File: config.mk
export PLATFORM = sky130hd
export DESIGN_NAME = multicycle_control_flat
export DESIGN_NICKNAME = d
export VERILOG_FILES = /design/src/rtl/multicycle_control_if.sv /design/src/rtl/multicycle_control.sv /design/src/flat_wrapper.sv
export SDC_FILE = /design/constraint.sdc
export NUM_CORES = 1
export LEC_CHECK = 0
export CAP_MARGIN = 15
export CORE_AREA = 10 10 82 84
export DETAILED_ROUTE_END_ITERATION = 16
export DIE_AREA = 0 0 92 94
export PLACE_DENSITY = 0.8
export SLEW_MARGIN = 20
export SYNTH_ARGS = -nofsm -noshare
export SYNTH_HDL_FRONTEND = slang
export SYNTH_SLANG_ARGS = --single-unit
File: constraint.sdc
create_clock -name clk -period 2.95 [get_ports clk]
set_input_delay 0.4425 -clock clk [delete_from_list [all_inputs] [get_ports clk]]
set_output_delay 0.4425 -clock clk [all_outputs]
set_load 0.05 [all_outputs]
File: src/rtl/multicycle_control_if.sv
// Control bus between the multicycle MIPS controller and its datapath.
// master: controller side (samples opcode/zero/mem_ready, drives every mux select and enable).
// slave:  datapath side.
//   opcode[5:0]    IR[31:26]
//   zero           ALU zero flag
//   mem_ready      memory access complete
//   pc_write, pc_write_cond, pc_en, i_or_d, mem_read, mem_write, ir_write,
//   mem_to_reg, reg_dst, reg_write, alu_src_a, alu_src_b[1:0], alu_op[1:0], pc_source[1:0]
interface multicycle_control_if;
  logic [5:0] opcode;
  logic       zero;
  logic       mem_ready;
  logic       pc_write;
  logic       pc_write_cond;
  logic       pc_en;
  logic       i_or_d;
  logic       mem_read;
  logic       mem_write;
  logic       ir_write;
  logic       mem_to_reg;
  logic       reg_dst;
  logic       reg_write;
  logic       alu_src_a;
  logic [1:0] alu_src_b;
  logic [1:0] alu_op;
  logic [1:0] pc_source;

  modport master (
    input  opcode, zero, mem_ready,
    output pc_write, pc_write_cond, pc_en, i_or_d, mem_read, mem_write, ir_write,
           mem_to_reg, reg_dst, reg_write, alu_src_a, alu_src_b, alu_op, pc_source
  );

  modport slave (
    output opcode, zero, mem_ready,
    input  pc_write, pc_write_cond, pc_en, i_or_d, mem_read, mem_write, ir_write,
           mem_to_reg, reg_dst, reg_write, alu_src_a, alu_src_b, alu_op, pc_source
  );
endinterface

File: src/rtl/multicycle_control.sv
// Moore FSM sequencing a shared multicycle MIPS datapath (R-type, lw, sw, beq, j, addi).
// Undefined opcodes park the FSM in a sticky trap state. Also counts retired instructions.
// Optional feature macro: MEM_WAIT_EN -- memory states stall until mem_ready.
// Ports:
//   clk          system clock
//   rst          asynchronous active-low reset
//   bus          multicycle_control_if.master control bus
//   state        current state encoding (debug)
//   illegal      sticky undefined-opcode flag
//   instr_count  retired-instruction counter, wraps
module multicycle_control #(
  parameter int unsigned CNT_W = 32
) (
  input  logic                     clk,
  input  logic                     rst,
  multicycle_control_if.master     bus,
  output logic [3:0]               state,
  output logic                     illegal,
  output logic [CNT_W-1:0]         instr_count
);

  typedef enum logic [3:0] {
    StFetch    = 4'd0,
    StDecode   = 4'd1,
    StMemAddr  = 4'd2,
    StMemRead  = 4'd3,
    StMemWb    = 4'd4,
    StMemWrite = 4'd5,
    StExec     = 4'd6,
    StRWb      = 4'd7,
    StBranch   = 4'd8,
    StJump     = 4'd9,
    StAddiEx   = 4'd10,
    StAddiWb   = 4'd11,
    StReset    = 4'd14,
    StTrap     = 4'd15
  } state_e;

  typedef struct packed {
    logic       pc_write;
    logic       pc_write_cond;
    logic       i_or_d;
    logic       mem_read;
    logic       mem_write;
    logic       ir_write;
    logic       mem_to_reg;
    logic       reg_dst;
    logic       reg_write;
    logic       alu_src_a;
    logic [1:0] alu_src_b;
    logic [1:0] alu_op;
    logic [1:0] pc_source;
  } ctrl_t;

  state_e            state_q, state_d;
  ctrl_t             ctrl_q;
  logic              illegal_q;
  logic [CNT_W-1:0]  count_q;
  logic              retire;
  logic              mem_done;

  // Moore decode; applied to the next state so the control register lines up with state_q.
  function automatic ctrl_t decode(state_e s);
    ctrl_t c;
    c = '0;
    case (s)
      StFetch: begin
        c.mem_read  = 1'b1;
        c.ir_write  = 1'b1;
        c.pc_write  = 1'b1;
        c.alu_src_b = 2'b01;
      end
      StDecode:  c.alu_src_b = 2'b11;
      StMemAddr, StAddiEx: begin
        c.alu_src_a = 1'b1;
        c.alu_src_b = 2'b10;
      end
      StMemRead: begin
        c.mem_read = 1'b1;
        c.i_or_d   = 1'b1;
      end
      StMemWb: begin
        c.reg_write  = 1'b1;
        c.mem_to_reg = 1'b1;
      end
      StMemWrite: begin
        c.mem_write = 1'b1;
        c.i_or_d    = 1'b1;
      end
      StExec: begin
        c.alu_src_a = 1'b1;
        c.alu_op    = 2'b10;
      end
      StRWb: begin
        c.reg_write = 1'b1;
        c.reg_dst   = 1'b1;
      end
      StAddiWb:  c.reg_write = 1'b1;
      StBranch: begin
        c.alu_src_a     = 1'b1;
        c.alu_op        = 2'b01;
        c.pc_write_cond = 1'b1;
        c.pc_source     = 2'b01;
      end
      StJump: begin
        c.pc_write  = 1'b1;
        c.pc_source = 2'b10;
      end
      default: ;
    endcase
    return c;
  endfunction

`ifdef MEM_WAIT_EN
  assign mem_done = bus.mem_ready;
`else
  assign mem_done = 1'b1;
  logic unused_mem_ready;
  assign unused_mem_ready = bus.mem_ready;
`endif

  always_comb begin
    state_d = state_q;
    case (state_q)
      StReset:    state_d = StFetch;
      StFetch:    if (mem_done) state_d = StDecode;
      StDecode: begin
        case (bus.opcode)
          6'b000000:            state_d = StExec;
          6'b100011, 6'b101011: state_d = StMemAddr;
          6'b000100:            state_d = StBranch;
          6'b000010:            state_d = StJump;
          6'b001000:            state_d = StAddiEx;
          default:              state_d = StTrap;
        endcase
      end
      // lw and sw differ only in opcode bit 3.
      StMemAddr:  state_d = bus.opcode[3] ? StMemWrite : StMemRead;
      StMemRead:  if (mem_done) state_d = StMemWb;
      StMemWrite: if (mem_done) state_d = StFetch;
      StExec:     state_d = StRWb;
      StAddiEx:   state_d = StAddiWb;
      StMemWb, StRWb, StAddiWb, StBranch, StJump: state_d = StFetch;
      StTrap:     state_d = StTrap;
      default:    state_d = StTrap;
    endcase
  end

  // An instruction retires when a terminal state hands back to FETCH.
  always_comb begin
    retire = 1'b0;
    case (state_q)
      StMemWb, StMemWrite, StRWb, StAddiWb, StBranch, StJump: retire = (state_d == StFetch);
      default: retire = 1'b0;
    endcase
  end

  always_ff @(posedge clk or negedge rst) begin
    if (!rst) begin
      state_q   <= StReset;
      ctrl_q    <= '0;
      illegal_q <= 1'b0;
      count_q   <= '0;
    end else begin
      state_q <= state_d;
      ctrl_q  <= decode(state_d);
      if (state_d == StTrap) illegal_q <= 1'b1;
      if (retire) count_q <= count_q + CNT_W'(1);
    end
  end

  logic pc_write_w;
  logic ir_write_w;

`ifdef MEM_WAIT_EN
  // Fetch only commits IR/PC in the cycle the memory completes.
  assign pc_write_w = ctrl_q.pc_write & ((state_q != StFetch) | bus.mem_ready);
  assign ir_write_w = ctrl_q.ir_write & bus.mem_ready;
`else
  assign pc_write_w = ctrl_q.pc_write;
  assign ir_write_w = ctrl_q.ir_write;
`endif

  assign bus.pc_write      = pc_write_w;
  assign bus.pc_write_cond = ctrl_q.pc_write_cond;
  assign bus.pc_en         = pc_write_w | (ctrl_q.pc_write_cond & bus.zero);
  assign bus.i_or_d        = ctrl_q.i_or_d;
  assign bus.mem_read      = ctrl_q.mem_read;
  assign bus.mem_write     = ctrl_q.mem_write;
  assign bus.ir_write      = ir_write_w;
  assign bus.mem_to_reg    = ctrl_q.mem_to_reg;
  assign bus.reg_dst       = ctrl_q.reg_dst;
  assign bus.reg_write     = ctrl_q.reg_write;
  assign bus.alu_src_a     = ctrl_q.alu_src_a;
  assign bus.alu_src_b     = ctrl_q.alu_src_b;
  assign bus.alu_op        = ctrl_q.alu_op;
  assign bus.pc_source     = ctrl_q.pc_source;

  assign state       = state_q;
  assign illegal     = illegal_q;
  assign instr_count = count_q;

endmodule

File: src/flat_wrapper.sv
// flat-port wrapper written by rule: the top's interface ports become plain ports
module multicycle_control_flat 
#(
  parameter int unsigned CNT_W = 32
)
  (clk, rst, state, illegal, instr_count, bus_opcode, bus_zero, bus_mem_ready, bus_pc_write, bus_pc_write_cond, bus_pc_en, bus_i_or_d, bus_mem_read, bus_mem_write, bus_ir_write, bus_mem_to_reg, bus_reg_dst, bus_reg_write, bus_alu_src_a, bus_alu_src_b, bus_alu_op, bus_pc_source);
  multicycle_control_if bus_i ();
  input  logic clk;
  input  logic rst;
  output logic [3:0] state;
  output logic illegal;
  output logic [CNT_W-1:0] instr_count;
  input wire logic [$bits(bus_i.opcode)-1:0] bus_opcode;
  input wire logic [$bits(bus_i.zero)-1:0] bus_zero;
  input wire logic [$bits(bus_i.mem_ready)-1:0] bus_mem_ready;
  output wire logic [$bits(bus_i.pc_write)-1:0] bus_pc_write;
  output wire logic [$bits(bus_i.pc_write_cond)-1:0] bus_pc_write_cond;
  output wire logic [$bits(bus_i.pc_en)-1:0] bus_pc_en;
  output wire logic [$bits(bus_i.i_or_d)-1:0] bus_i_or_d;
  output wire logic [$bits(bus_i.mem_read)-1:0] bus_mem_read;
  output wire logic [$bits(bus_i.mem_write)-1:0] bus_mem_write;
  output wire logic [$bits(bus_i.ir_write)-1:0] bus_ir_write;
  output wire logic [$bits(bus_i.mem_to_reg)-1:0] bus_mem_to_reg;
  output wire logic [$bits(bus_i.reg_dst)-1:0] bus_reg_dst;
  output wire logic [$bits(bus_i.reg_write)-1:0] bus_reg_write;
  output wire logic [$bits(bus_i.alu_src_a)-1:0] bus_alu_src_a;
  output wire logic [$bits(bus_i.alu_src_b)-1:0] bus_alu_src_b;
  output wire logic [$bits(bus_i.alu_op)-1:0] bus_alu_op;
  output wire logic [$bits(bus_i.pc_source)-1:0] bus_pc_source;
  assign bus_i.opcode = bus_opcode;
  assign bus_i.zero = bus_zero;
  assign bus_i.mem_ready = bus_mem_ready;
  assign bus_pc_write = bus_i.pc_write;
  assign bus_pc_write_cond = bus_i.pc_write_cond;
  assign bus_pc_en = bus_i.pc_en;
  assign bus_i_or_d = bus_i.i_or_d;
  assign bus_mem_read = bus_i.mem_read;
  assign bus_mem_write = bus_i.mem_write;
  assign bus_ir_write = bus_i.ir_write;
  assign bus_mem_to_reg = bus_i.mem_to_reg;
  assign bus_reg_dst = bus_i.reg_dst;
  assign bus_reg_write = bus_i.reg_write;
  assign bus_alu_src_a = bus_i.alu_src_a;
  assign bus_alu_src_b = bus_i.alu_src_b;
  assign bus_alu_op = bus_i.alu_op;
  assign bus_pc_source = bus_i.pc_source;
  multicycle_control #(.CNT_W(CNT_W)) u_core (.clk(clk), .rst(rst), .bus(bus_i), .state(state), .illegal(illegal), .instr_count(instr_count));
endmodule
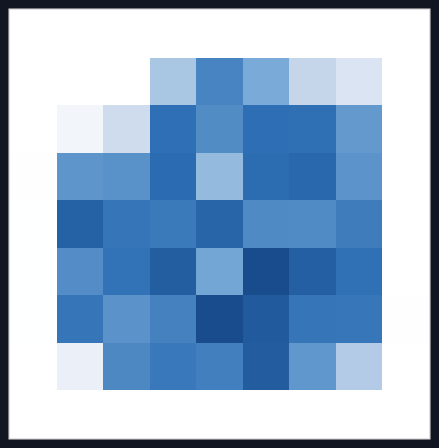
**Above:** run 1 (cell density map).
9 x 9 tiles, from white (low) to dark blue (high), 0 to 100% covered.
nearly empty tiles = 42%
tiles over 75% full = 15%
mean over tiles = 36%
densest ninth of the die = center
final core area utilization: 63.2%
starting density of the core: 47.1%

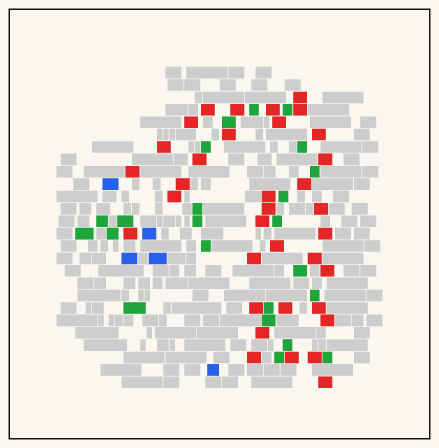
**Above:** run 1 (gate families picked out).
red -> XOR/XNOR gates  # cells 35, most used xnor2_1
green -> AND and OR gates  # cells 23, most used and3_1
blue -> AND-OR and OR-AND gates  # cells 5

==> flow_summary_export.csv, run 1 <==
group,metric,value,unit
outcome,run_status,"finished, final reports clean",
clock_tree,cts_num_sinks,52,
sta,finClkSkew,11.9,ps
setup_path,critPathCaptureType,"output port",
route,total_drc_errors_in_the_routed_layout,0,
sta,final-max-slew-violation-count,0,
setup_path,regToRegStartpoint,"u_core.state[3]",
sta,finalSetupViolCount,0,
power_and_ir_drop,internal_power,1.68,mW
die,boundaryPins,64,
power_and_ir_drop,power.static_leakage,1.42,nW
setup_path,crit_path_start,"u_core.state[3]",
setup_path,critical_path.top_delay_family,"buffers and inverters",
setup_path,slowest_delay,890,ps
synth,postSynthNetCount,222,
sta,rsz0062_at_grt,"false",
grt,grt_overflow,0,
sta,maxClockFrequency,414,MHz
synth,synth.yosys.chip_area,2390,um^2
die,dieWidth,92,um
finish,final_cells,347,
sta,setup_ws,532,ps
power_and_ir_drop,power_switching_share,45.7,%
synth,area_leaders,"sky130_fd_sc_hd__dfrtp_1 51%, sky130_fd_sc_hd__xnor2_1 8.4%, sky130_fd_sc_hd__xor2_1 4.4%, sky130_fd_sc_hd__dfstp_2 3.3%, sky130_fd_sc_hd__and3_1 2.9%",
setup_path,timing.reg2reg.worst_path_depth,5,
placement,gp_congestion,0.806,
sta,slew-limit-headroom,55.7,%
sta,fin_crit,2420,ps
grt,number_of_antenna_violations_at_the_first_check_in_global_routing,0,
clock_tree,cts_tree,"done",
clock_tree,cts.reportedPaths.clkPinSlew,100,ps
setup_path,setup.worst_path.end,"state[3]",
placement,postPlaceCellArea,3090,um^2
die,rows,26,
finish,seqCellArea,1310,um^2
finish,syn_to_final_growth,34.2,%
finish,post_route_cells_drive_above_1_share,10.1,%
die,fp.dieH,94,um
synth,synth_warnings,0,
grt,grt_start_max_net_pins,52,
setup_path,crit_buf_inv,1,
die,core-area,5070,um^2
power_and_ir_drop,power.clock.fraction,16.0,%
synth,ys_seq_elements,52,
route,via_count,1843,
finish,layout.cell_area.non_filler,3210,um^2
clock_tree,htree_num_levels,2,
finish,antennaDiodeCount,0,
route,detailedRoute.firstIterationViolations,69,
setup_path,cp_data_arrival_time,1980,ps
clock_tree,ctsResizeCount,0,
finish,layout.cells.most_common_list,"61 x sky130_fd_sc_hd__clkdlybuf4s50_1, 49 x sky130_fd_sc_hd__dfrtp_1, 23 x sky130_fd_sc_hd__xnor2_1",
clock_tree,ctsHoldBuffers,0,
synth,post_synth_inst_count,211,
finish,filler_cell_count,435,
clock_tree,max-clock-path-buffers,2,
synth,yosys_cells,211,
finish,largest_register_ffs,32,
placement,io_buffer_count,62,
route,via_per_inst,5.31,
synth,area_share_top_type,51.3,%
clock_tree,cts-buffers-inserted,5,
clock_tree,clock_insertion_delay_worst_skew,310,ps
setup_path,crit_path_start_kind,"register",
placement,placedCellCount,339,
power_and_ir_drop,fin_total_pwr,3.10,mW
setup_path,cp_num_cells,1,
setup_path,worst-setup-path-type,"reg2out",
finish,final_net_count,287,
synth,post_synthesis_cell_area,2390,um^2
grt,tot_gr_track_use,13.0,%
route,first_pass_iters,4,
clock_tree,cts_post_setup_buffers_inserted,0,
sta,post-route-period-util,82.0,%
flow_run,stage_log_warnings,27,
setup_path,r2r_end,"u_core.instr_count[14]",
synth,ys_types,48,
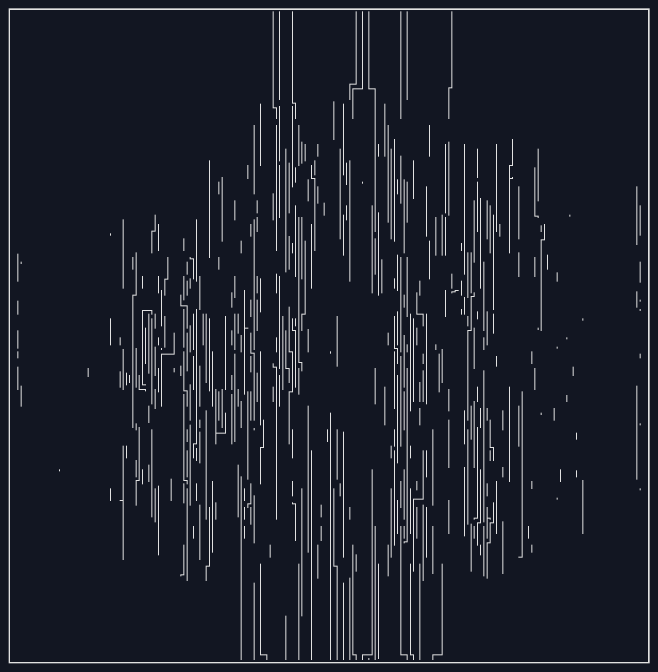
**Above:** run 1 (metal 2).
nets with wire on the layer = 254
main direction = vertical
wire length on this layer = 2670 um
GR met2 Demand/Resource: 21.7%
Routed WL: 5.46 mm

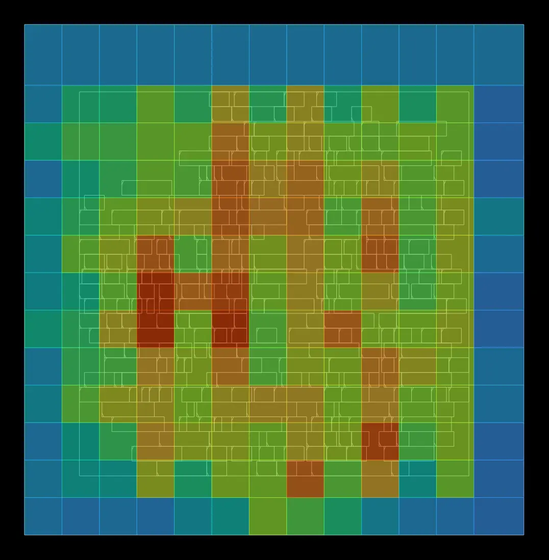
**Above:** run 1 (routing congestion).
drt wl/cell: 15.7 um
GR met3 Demand/Resource: 4.72%
Top Usage Layer GRT: met2
met1 Track Usage GR: 15.1%

run 1: power groups by stage:
stage / Combinational, mW / Clock, mW / Sequential (mW)
2_1_floorplan: 0.630 / 0 / 1.49
3_3_place_gp: 1.53 / 0 / 1.07
3_5_place_dp: 1.55 / 0 / 1.07
4_1_cts: 1.56 / 0.508 / 1.06
5_1_grt: 1.66 / 0.541 / 1.09
6_report: 1.54 / 0.495 / 1.06
run 1: layer usage:
layer / global-route usage, % / vias up / share of wire (%)
met1: 15.1 / 902 / 43
met4: 4.63 / 0 / 1.6
met2: 21.7 / 49 / 49
met5: 0 / - / 0
li1: - / 884 / -
met3: 4.72 / 8 / 6.1
run 1: area by class of cell:
class,count,area share [%]
multi-input cells,145,31.7
repair buffers,69,20.9
flip-flops and latches,52,40.7
inverters,3,0.351
clock buffers,5,2.15
well taps,70,2.73
clock inverters,3,1.48
run 1: cell families (layout without fill, tap and decap cells):
logic type	after synthesis	in the layout	synth area share, %
fa+ha+maj	1	1	0.523
simple gates	85	85	21.0
compound gates	23	23	7.70
flops	52	52	54.6
mux	1	1	0.471
buf+inv	14	80	2.83
xor+xnor	35	35	12.8
run 1: synthesized netlist by cell type, drive strengths merged:
library cell	count
a31oi	1
ha	1
or4b	1
xor2	12
a21o	1
nand3b	1
o211a	1
o221a	1
or3	1
and4	3
a211o	1
and4b	1
dfrtp	49
nor2b	3
nand4	10
o31ai	1
o21bai	2
nor4bb	1
nand3	12
buf	6
nand2	11
inv	3
xnor2	23
nor4b	2
nor4	4
and3	12
nor2	9
a21boi	2
o22ai	1
clkbuf	5
a21oi	4
dfstp	3
a2111oi	3
a22o	1
or4	2
nand2b	1
and2	3
o21ai	4
nor3	8
mux2	1
## Run 2: what changed since run 1
--- a/config.mk
+++ b/config.mk
@@ -6,10 +6,10 @@
 export NUM_CORES = 1
 export LEC_CHECK = 0
 export CAP_MARGIN = 15
-export CORE_AREA = 10 10 82 84
+export CORE_AREA = 10 10 86 88
 export DETAILED_ROUTE_END_ITERATION = 16
-export DIE_AREA = 0 0 92 94
-export PLACE_DENSITY = 0.8
+export DIE_AREA = 0 0 96 98
+export PLACE_DENSITY = 0.76
 export SLEW_MARGIN = 20
 export SYNTH_ARGS = -nofsm -noshare
 export SYNTH_HDL_FRONTEND = slang
==> constraint.sdc (replaced) <==
create_clock -name clk -period 2.1 [get_ports clk]
set_input_delay 0.315 -clock clk [delete_from_list [all_inputs] [get_ports clk]]
set_output_delay 0.315 -clock clk [all_outputs]
set_load 0.05 [all_outputs]
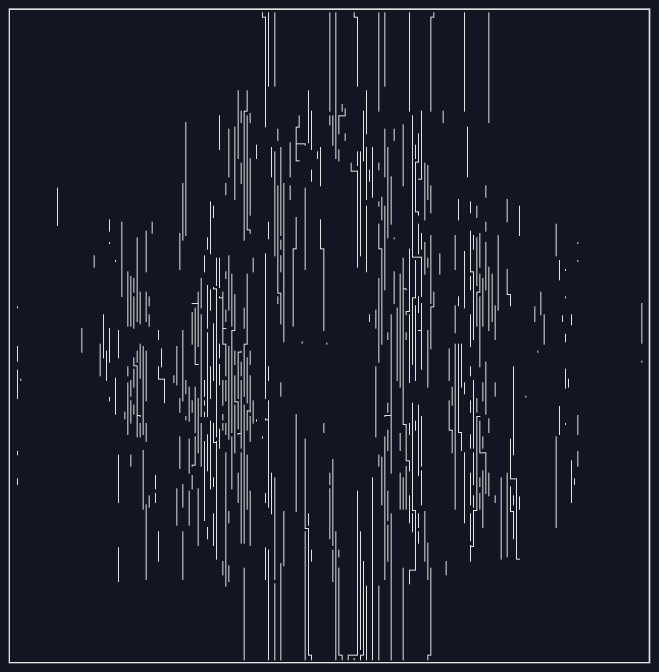
**Above:** run 2 (metal 2).
share of all routed wire = 49%
nets with wire on the layer = 269
longest straight run = 27.4 um
wire length on this layer = 2750 um
main direction = vertical

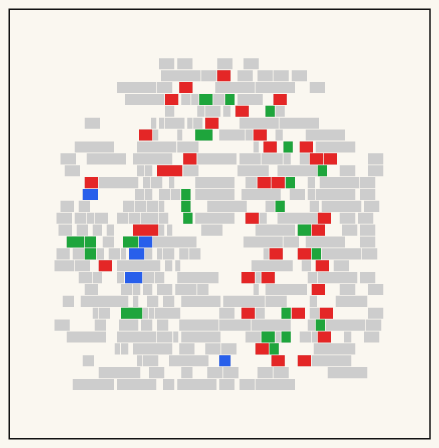
**Above:** run 2 (gate families picked out).
blue -> AND-OR and OR-AND gates  # cells 5
green -> AND and OR gates  # cells 23, most used and3_1
red -> XOR/XNOR gates  # cells 35, most used xnor2_1

==> run 2 against run 1 <==
Effect of this change:
- the flow now finishes with violations (hold timing)
- worst hold slack worse by 150 ps
- combinational power is 64% higher
- core utilization decreased by 3.7 points
- largest cell class unchanged
==> flow_summary_export.csv, run 2 <==
group,metric,value,unit
finish,n_sequential_cell,52,
power_and_ir_drop,power.group.top,"combinational logic",
synth,synth.yosys.chip_area,2390,um^2
finish,relative_area_of_non_clock_buffer_cells_in_the_final_design,23.8,%
route,via_count,1886,
grt,grt_use_met1,15.0,%
route,wl_met2,2.75,mm
route,via_per_inst,5.13,
finish,non_clock_inverter_count,3,
synth,postSynthNetCount,222,
route,detailroute.wirelength.met3,413,um
route,topRoutingLayerUsed,"met4",
setup_path,cp_data_arrival_time,2210,ps
synth,area_leaders,"sky130_fd_sc_hd__dfrtp_1 51%, sky130_fd_sc_hd__xnor2_1 8.4%, sky130_fd_sc_hd__xor2_1 4.4%, sky130_fd_sc_hd__dfstp_2 3.3%, sky130_fd_sc_hd__and3_1 2.9%",
synth,area_share_top_type,51.3,%
setup_path,critical_path.top_delay_family,"flip-flops",
power_and_ir_drop,power_switching_share,45.5,%
die,rows,28,
flow_run,stage_log_warnings,27,
synth,most_common_cell,"sky130_fd_sc_hd__dfrtp_1",
power_and_ir_drop,power_clock,567,uW
sta,hold_slack,-8.68,ps
grt,grt_overflow,0,
grt,globalRoute.busiestLayer,"met2",
finish,final_cells,368,
synth,yosys_cells,211,
sta,final-max-slew-violation-count,0,
die,fp.dieH,98,um
power_and_ir_drop,power_sequential,1.50,mW
setup_path,cp_cell_sequence,"buf_4, o22ai_1, mux2_2, a211o_2, buf_4, buf_4, nor4_2",
finish,signal_buffers,85,
outcome,run_status,"complete, but fails checks",
placement,placedCellCount,355,
setup_path,slowest_delay,650,ps
grt,met3_usage,3.83,%
die,dieWidth,96,um
route,wirelength_met1,2.36,mm
sta,finClkSkew,5.28,ps
finish,syn_to_final_growth,43.0,%
clock_tree,cts-buffers-inserted,5,
finish,logic_share_of_the_area,32.0,%
clock_tree,htree_num_levels,2,
setup_path,crit_buf_inv,3,
finish,largest_register_ffs,32,
finish,antennaDiodeCount,0,
route,detailedRoute.firstIterationViolations,47,
clock_tree,cts.reportedPaths.clkPinSlew,80,ps
die,fp_util,41.6,%
route,total_drc_errors_in_the_routed_layout,0,
sta,finalSetupViolCount,0,
grt,tot_gr_track_use,12.1,%
grt,number_of_antenna_violations_at_the_first_check_in_global_routing,0,
finish,finalCoreUtilization,59.5,%
die,core-area,5750,um^2
route,first_pass_iters,4,
route,postRouteWirelength,5.58,mm
synth,predominant_post_synthesis_flop_cell,"sky130_fd_sc_hd__dfrtp_1",
clock_tree,cts_num_sinks,52,
power_and_ir_drop,power.static_leakage,1.56,nW
finish,num-multi-input-gates,145,
outcome,violations,"hold timing",
die,taps,75,
clock_tree,cts_tree,"done",
sta,setup_ws,90.3,ps
setup_path,crit_path_start_kind,"register",
power_and_ir_drop,internal_power,2.50,mW
synth,enable_flop_cells,0,
finish,post_route_cells_drive_above_1_share,20.5,%
synth,ys_types,48,
setup_path,cp_num_cells,7,
sta,slew-limit-headroom,64.4,%
setup_path,regToRegStartpoint,"u_core.state[3]",
finish,n_clock_buffer,8,
sta,finalHoldViolations,16,
finish,layout.cell_area.non_filler,3420,um^2
setup_path,critPathCaptureType,"register",
setup_path,worst-setup-path-type,"reg2reg",
synth,ys_seq_elements,52,
finish,largest_cell_class,"flip-flops and latches",
finish,seqAreaFraction,38.5,%
placement,io_buffer_count,62,
sta,maxClockFrequency,498,MHz
power_and_ir_drop,power.clock.fraction,12.3,%
grt,grt_start_max_net_pins,31,
placement,gp_congestion,0.851,
die,boundaryPins,64,
finish,filler_cell_count,489,
finish,clock_area_share,2.64,%
-- run 2: netlist changes by cell type in the layout (fill, tap and decap cells not counted), moves of 2 or more --
| cell | delta |
|---|---|
| sky130_fd_sc_hd__buf_4 | +17 |
| sky130_fd_sc_hd__clkdlybuf4s50_1 | -10 |
| sky130_fd_sc_hd__dfrtp_1 | -5 |
| sky130_fd_sc_hd__dfrtp_2 | +5 |
| sky130_fd_sc_hd__buf_12 | +3 |
| sky130_fd_sc_hd__dlygate4sd2_1 | +3 |
| sky130_fd_sc_hd__nor3_4 | +3 |
| sky130_fd_sc_hd__clkbuf_1 | +2 |
| sky130_fd_sc_hd__clkinv_4 | -2 |
| sky130_fd_sc_hd__nor3_1 | -2 |
-- run 2: worst max-delay path by stage --
stage / start / slack [ps] / endpoint
global placement: bus_opcode[1] / -380 / u_core.bus.pc_write
finish: u_core.state[3] / 90 / u_core.bus.alu_op[1]
floorplan: u_core.state[2] / 10 / u_core.instr_count[22]
global route: u_core.state[3] / -10 / u_core.bus.alu_op[1]
detailed placement: bus_opcode[1] / -420 / u_core.bus.pc_write_cond
CTS: bus_opcode[1] / 9 / u_core.bus.pc_write_cond
-- run 2: kinds of logic after synthesis --
group                    synth area share [%]
buffers and inverters                    2.83
adder cells (fa/ha/maj)                 0.523
AND-OR/OR-AND                            7.70
flip-flops                               54.6
AND/OR/NAND/NOR                          21.0
multiplexers                            0.471
XOR/XNOR                                 12.8
-- run 2: what timing repair did --
| action | CTS | global route |
|---|---|---|
| hold buffers | 0 | 0 |
| buffers inserted | 1 | 4 |
| pin swaps | 4 | 3 |
| resized | 5 | 4 |
| endpoints found under the setup margin | 5 | 8 |
Power figures rest on the tool's default switching activity, not on a simulated workload.
